==> images/layers.png <==
Scale bar: 50 um.
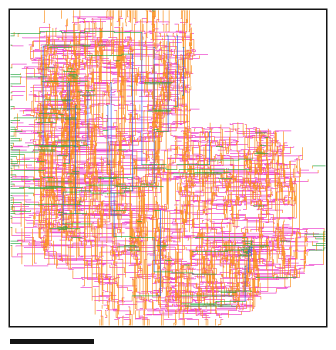
==> images/route_heat.png <==
Scale bar: 50 um. The die is cut into 38 by 38 equal tiles; dark blue is low, red is high, scaled to the fullest tile. Values are wire area over tile area, all layers added.
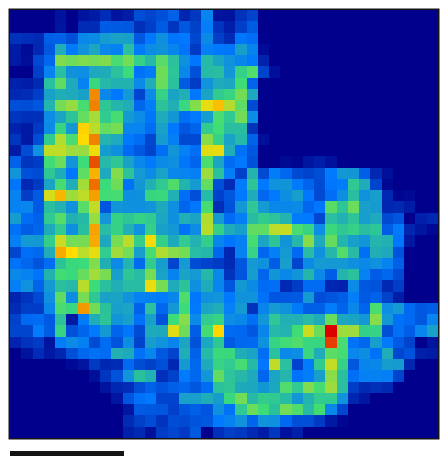
===== config.mk =====
export PLATFORM = sky130hd
export DESIGN_NAME = dma_burst_sequencer
export DESIGN_NICKNAME = d
export VERILOG_FILES = /design/src/rtl/dma_seq_pkg.sv /design/src/rtl/dma_burst_sequencer.sv
export SDC_FILE = /design/constraint.sdc
export NUM_CORES = 1
export LEC_CHECK = 0
export ABC_AREA = 1
export CAP_MARGIN = 5
export CORE_MARGIN = 2
export CORE_UTILIZATION = 30
export CTS_CLUSTER_SIZE = 30
export DETAILED_ROUTE_END_ITERATION = 8
export GPL_ROUTABILITY_DRIVEN = 0
export PLACE_DENSITY = 0.52
export SKIP_LAST_GASP = 1
export SLEW_MARGIN = 20
export SYNTH_ARGS = -nofsm -noshare
export SYNTH_HDL_FRONTEND = slang
export SYNTH_SLANG_ARGS = --single-unit

===== constraint.sdc =====
create_clock -name clk -period 2.9 [get_ports clk]
set_clock_uncertainty 0.1 [all_clocks]
set_input_delay 0.29 -clock clk [delete_from_list [all_inputs] [get_ports clk]]
set_output_delay 0.29 -clock clk [all_outputs]
set_load 0.005 [all_outputs]

===== src/rtl/dma_seq_pkg.sv =====
// Shared types and helpers for the DMA burst sequencer: state encoding,
// beat stride and burst-length clamp.
package dma_seq_pkg;

    typedef enum logic [2:0] {
        S_IDLE     = 3'd0,
        S_RD_BURST = 3'd1,
        S_WR_BURST = 3'd2,
        S_NEXT     = 3'd3,
        S_DONE     = 3'd4,
        S_ERR      = 3'd5
    } dma_seq_state_e;

    localparam int unsigned DMA_SEQ_DATA_W         = 32;
    localparam int unsigned DMA_SEQ_BYTES_PER_BEAT = DMA_SEQ_DATA_W / 8;

    function automatic int unsigned min_burst(input int unsigned remaining,
                                              input int unsigned burst_max);
        return (remaining < burst_max) ? remaining : burst_max;
    endfunction

endpackage


===== src/rtl/dma_burst_sequencer.sv =====
// Per-channel DMA control FSM: reads bursts from source into a fall-through
// staging FIFO, then writes them to destination. Optional abort: DMA_SEQ_ABORT_EN.
module dma_burst_sequencer
    import dma_seq_pkg::*;
#(
    parameter int ADDR_W    = 32,
    parameter int DATA_W    = 32,
    parameter int LEN_W     = 16,
    parameter int BURST_MAX = 8
) (
    input  logic              clk,
    input  logic              rst_n,
    input  logic              start,
    input  logic [ADDR_W-1:0] src_addr,
    input  logic [ADDR_W-1:0] dst_addr,
    input  logic [LEN_W-1:0]  xfer_len,
    output logic              busy,
    output logic              done,
    output logic              err,
    output logic              bus_req,
    output logic              bus_write,
    output logic [ADDR_W-1:0] bus_addr,
    input  logic              bus_ready,
    input  logic              bus_err,
    output logic              fifo_wr_en,
    output logic              fifo_rd_en,
`ifdef DMA_SEQ_ABORT_EN
    input  logic              abort,
    output logic              aborted,
`endif
    output logic              fifo_clr
);

    localparam int unsigned STRIDE_BYTES = (DATA_W == DMA_SEQ_DATA_W) ?
                                           DMA_SEQ_BYTES_PER_BEAT : DATA_W / 8;
    localparam logic [ADDR_W-1:0] STRIDE      = ADDR_W'(STRIDE_BYTES);
    localparam int unsigned       BURST_MAX_U = BURST_MAX;

    dma_seq_state_e    r_state, w_state_next;
    logic [ADDR_W-1:0] r_src_ptr, r_dst_ptr, w_src_next, w_dst_next;
    logic [LEN_W-1:0]  r_remaining, r_burst, r_beat_cnt;
    logic [LEN_W-1:0]  w_remaining_next, w_burst_next, w_beat_cnt_next;
    logic [LEN_W-1:0]  w_remaining_left;
    logic              r_err;
    logic              r_bus_req, r_bus_write;
    logic [ADDR_W-1:0] r_bus_addr;
    logic              w_bus_req_next, w_bus_write_next;
    logic [ADDR_W-1:0] w_bus_addr_next;
    logic              w_in_burst, w_beat_ok, w_beat_err, w_last_beat, w_abort;
    logic              w_accept;

    assign w_in_burst       = (r_state == S_RD_BURST) || (r_state == S_WR_BURST);
    assign w_beat_ok        = w_in_burst & bus_ready & ~bus_err;
    assign w_beat_err       = w_in_burst & bus_ready & bus_err;
    assign w_last_beat      = (r_beat_cnt == r_burst - LEN_W'(1));
    assign w_remaining_left = r_remaining - r_burst;
    assign w_accept         = (r_state == S_IDLE) && start;

`ifdef DMA_SEQ_ABORT_EN
    // DONE/ERR are already on their way back to IDLE, so abort only bites earlier.
    assign w_abort = abort && (w_in_burst || (r_state == S_NEXT));
`else
    assign w_abort = 1'b0;
`endif

    // State register
    always_ff @(posedge clk or negedge rst_n) begin
        if (!rst_n) begin
            r_state <= S_IDLE;
        end else begin
            r_state <= w_state_next;
        end
    end

    // Next-state logic
    always_comb begin
        w_state_next = r_state;
        case (r_state)
            S_IDLE: begin
                if (start) begin
                    w_state_next = (xfer_len != '0) ? S_RD_BURST : S_DONE;
                end
            end
            S_RD_BURST: begin
                if (w_beat_err) begin
                    w_state_next = S_ERR;
                end else if (w_beat_ok && w_last_beat) begin
                    w_state_next = S_WR_BURST;
                end
            end
            S_WR_BURST: begin
                if (w_beat_err) begin
                    w_state_next = S_ERR;
                end else if (w_beat_ok && w_last_beat) begin
                    w_state_next = (w_remaining_left == '0) ? S_DONE : S_NEXT;
                end
            end
            S_NEXT:  w_state_next = S_RD_BURST;
            S_DONE:  w_state_next = S_IDLE;
            S_ERR:   w_state_next = S_IDLE;
            default: w_state_next = S_IDLE;
        endcase
        if (w_abort) begin
            w_state_next = S_ERR;
        end
    end

    // Pointer and counter updates; an abort freezes them since the transfer is dead.
    always_comb begin
        w_src_next       = r_src_ptr;
        w_dst_next       = r_dst_ptr;
        w_remaining_next = r_remaining;
        w_burst_next     = r_burst;
        w_beat_cnt_next  = r_beat_cnt;
        if (!w_abort) begin
            case (r_state)
                S_IDLE: begin
                    if (start && (xfer_len != '0)) begin
                        w_src_next       = src_addr;
                        w_dst_next       = dst_addr;
                        w_remaining_next = xfer_len;
                        w_burst_next     = LEN_W'(min_burst(32'(xfer_len), BURST_MAX_U));
                        w_beat_cnt_next  = '0;
                    end
                end
                S_RD_BURST: begin
                    if (w_beat_ok) begin
                        w_src_next      = r_src_ptr + STRIDE;
                        w_beat_cnt_next = w_last_beat ? '0 : r_beat_cnt + LEN_W'(1);
                    end
                end
                S_WR_BURST: begin
                    if (w_beat_ok) begin
                        w_dst_next      = r_dst_ptr + STRIDE;
                        w_beat_cnt_next = w_last_beat ? '0 : r_beat_cnt + LEN_W'(1);
                        if (w_last_beat) begin
                            w_remaining_next = w_remaining_left;
                        end
                    end
                end
                S_NEXT: begin
                    w_burst_next = LEN_W'(min_burst(32'(r_remaining), BURST_MAX_U));
                end
                default: ;
            endcase
        end
    end

    always_ff @(posedge clk or negedge rst_n) begin
        if (!rst_n) begin
            r_src_ptr   <= '0;
            r_dst_ptr   <= '0;
            r_remaining <= '0;
            r_burst     <= '0;
            r_beat_cnt  <= '0;
        end else begin
            r_src_ptr   <= w_src_next;
            r_dst_ptr   <= w_dst_next;
            r_remaining <= w_remaining_next;
            r_burst     <= w_burst_next;
            r_beat_cnt  <= w_beat_cnt_next;
        end
    end

    // Output logic; bus signals are precomputed from the next state so they register in.
    always_comb begin
        busy             = (r_state != S_IDLE);
        done             = (r_state == S_DONE);
        fifo_clr         = (r_state == S_NEXT) || (r_state == S_DONE) || (r_state == S_ERR);
        fifo_wr_en       = (r_state == S_RD_BURST) & bus_ready & ~bus_err;
        fifo_rd_en       = (r_state == S_WR_BURST) & bus_ready & ~bus_err;
        w_bus_req_next   = (w_state_next == S_RD_BURST) || (w_state_next == S_WR_BURST);
        w_bus_write_next = (w_state_next == S_WR_BURST);
        w_bus_addr_next  = '0;
        if (w_state_next == S_RD_BURST) begin
            w_bus_addr_next = w_src_next;
        end else if (w_state_next == S_WR_BURST) begin
            w_bus_addr_next = w_dst_next;
        end
    end

    always_ff @(posedge clk or negedge rst_n) begin
        if (!rst_n) begin
            r_bus_req   <= 1'b0;
            r_bus_write <= 1'b0;
            r_bus_addr  <= '0;
        end else begin
            r_bus_req   <= w_bus_req_next;
            r_bus_write <= w_bus_write_next;
            r_bus_addr  <= w_bus_addr_next;
        end
    end

    always_ff @(posedge clk or negedge rst_n) begin
        if (!rst_n) begin
            r_err <= 1'b0;
        end else if (w_accept) begin
            r_err <= 1'b0;
        end else if (w_beat_err && !w_abort) begin
            r_err <= 1'b1;
        end
    end

`ifdef DMA_SEQ_ABORT_EN
    logic r_aborted;

    always_ff @(posedge clk or negedge rst_n) begin
        if (!rst_n) begin
            r_aborted <= 1'b0;
        end else if (w_accept) begin
            r_aborted <= 1'b0;
        end else if (w_abort) begin
            r_aborted <= 1'b1;
        end
    end

    assign aborted = r_aborted;
`endif

    assign err       = r_err;
    assign bus_req   = r_bus_req;
    assign bus_write = r_bus_write;
    assign bus_addr  = r_bus_addr;

endmodule


==> summary.txt <==
area fraction in mux cells: 0
Layout area overhead: 33.2%
Slew Viols, Final: 0
Final setup viols: 0
Clock transition at path regs: 0.08 ns
Placed Area: 0.0124 mm2
met1 WL: 16,700 um
Yosys reg bits: 150
reg-to-reg startpoint: r_remaining[0]
startpoint types: flip-flop
met3 Use GR: 0.0289
Site Rows: 67
clock tree sinks: 150
dominant register cell: dfrtp_1
area share, top type: 0.367
hold crit path type: in -> async
Finished Core Util: 0.406
initial antenna violation count: 0
Least-Margin Pin Slew: 0.699 ns
status: completed
Final Cell Area: 0.0136 mm2
unrepaired setup endpoints after global routing: yes
vias in the first global route: 10,400
cts bufs inserted: 17
tool warnings: 27
Synth area leaders: dfrtp_1 (37%), nand2_1 (17%), nand3_1 (6.9%)
dpl ws: -0.0735 ns
Hold Vio Cnt, Final: 0
Netlist Area Pre-Place: 0.0102 mm2
initial core utilization: 0.305
Critical Path, Cell by Cell: inv_2 > ha_4 > inv_2 > fa_2 > nand3_2 > nand2_2 > nand2_2 > nand2_2 > xnor2_2 > nand3_2 > nor2_2 > nand3_2 > nor2_4 > nand2_4 > clkbuf_16 > nand4_1 > nand2_1
Die ar.: 0.0355 mm2
IO Port Bufs: 124
Period Utilization, post-route: 0.986
root buffer cell: clkbuf_16
yosys warns: 0
syn avg cell area: 6.93 um2
first-pass GRT wire length: 56,300 um
DR top layer: met4
Design Power: 12.7 mW
Final WS setup: 0.0400 ns
biggest combinational cell group after synthesis: simple AND/OR/NAND/NOR gates
Adder Area Share: 0.0252
busiest grt layer: met2
Floorplan Nets: 1,580
critical path's slowest cell: fa_2
post-synthesis cell type count: 55
AND/OR/NAND/NOR Cells, Area Fraction: 0.392
Notes on layers.png above:
legend:
  green:
    layer: M3
    wire_length: 1,870 um
  blue:
    layer: M4
    wire_length: 869 um
  magenta:
    layer: M1
    wire_length: 16,700 um
  orange:
    layer: M2
    wire_length: 17,300 um

Notes on route_heat.png above:
densest ninth of the die: west
mean over tiles: 0.16
emptiest ninth of the die: north-east
fullest tile: 0.69
Routed WL per cell: 17.3 um
Total GRT Usage: 0.201
vias post-DR: 10,700
drt total wl: 36,700 um

## kinds of logic (layout without fill, tap and decap cells)
| group | count (synthesis) | count (layout) |
|---|---|---|
| flip-flops | 150 | 150 |
| buffers and inverters | 209 | 400 |
| XOR/XNOR | 49 | 49 |
| AND/OR/NAND/NOR | 912 | 912 |
| AND-OR/OR-AND | 135 | 135 |
| adder cells (fa/ha/maj) | 20 | 20 |
## state kept, by name, summed over array words and instances, names as in the netlist
register and flops:
bus_addr 32, r_dst_ptr 32, r_src_ptr 32, r_beat_cnt 16, r_burst 16, r_remaining 16, r_state 3, bus_req 1
bus_write 1, err 1
## worst max-delay path, delay by kind of cell, from the launching register on
family | cells | cell delay [ns]
xor gates and xnor gates | 1 | 0.22
buffers and inverters | 3 | 0.36
and+or+nand+nor | 11 | 1.13
adders and majority gates | 2 | 0.54
DFF | 1 | 0.39
## cell usage after synthesis, types with 20 or more instances
library cell / n
dfrtp_1: 150
nand4_1: 56
nor2_1: 153
o21ai_0: 21
nand2_1: 467
a21oi_1: 26
inv_1: 155
nor3_1: 44
clkbuf_1: 24
a22oi_1: 20
nand3_1: 141
xor2_1: 35
o211ai_1: 24
## what timing repair did
item / in CTS / in global routing
hold buffers: 1 / 0
resized: 3 / 78
gates cloned: 0 / 9
pin swaps: 1 / 34
endpoints found under the hold margin: 41 / 0
setup endpoints to repair: 34 / 56
setup buffers: 2 / 10
## report_power, final
group | switching (mW) | leakage [nW] | internal (mW)
sequential | 0.770 | 1.92 | 2.87
combinational | 3.94 | 4.08 | 2.82
clock | 1.13 | 0.293 | 1.16
total | 5.85 | 6.29 | 6.86
## layout make-up
type                       instances  area [um2]
sequential                       150        3750
clock inverter                    15         171
inverter                         159         599
timing repair buffer             209        2170
multi-input combinational       1116        5920
tap                              448         561
fill                            3531       19900
clock buffer                      17         425
Power and IR drop assume default switching activity.
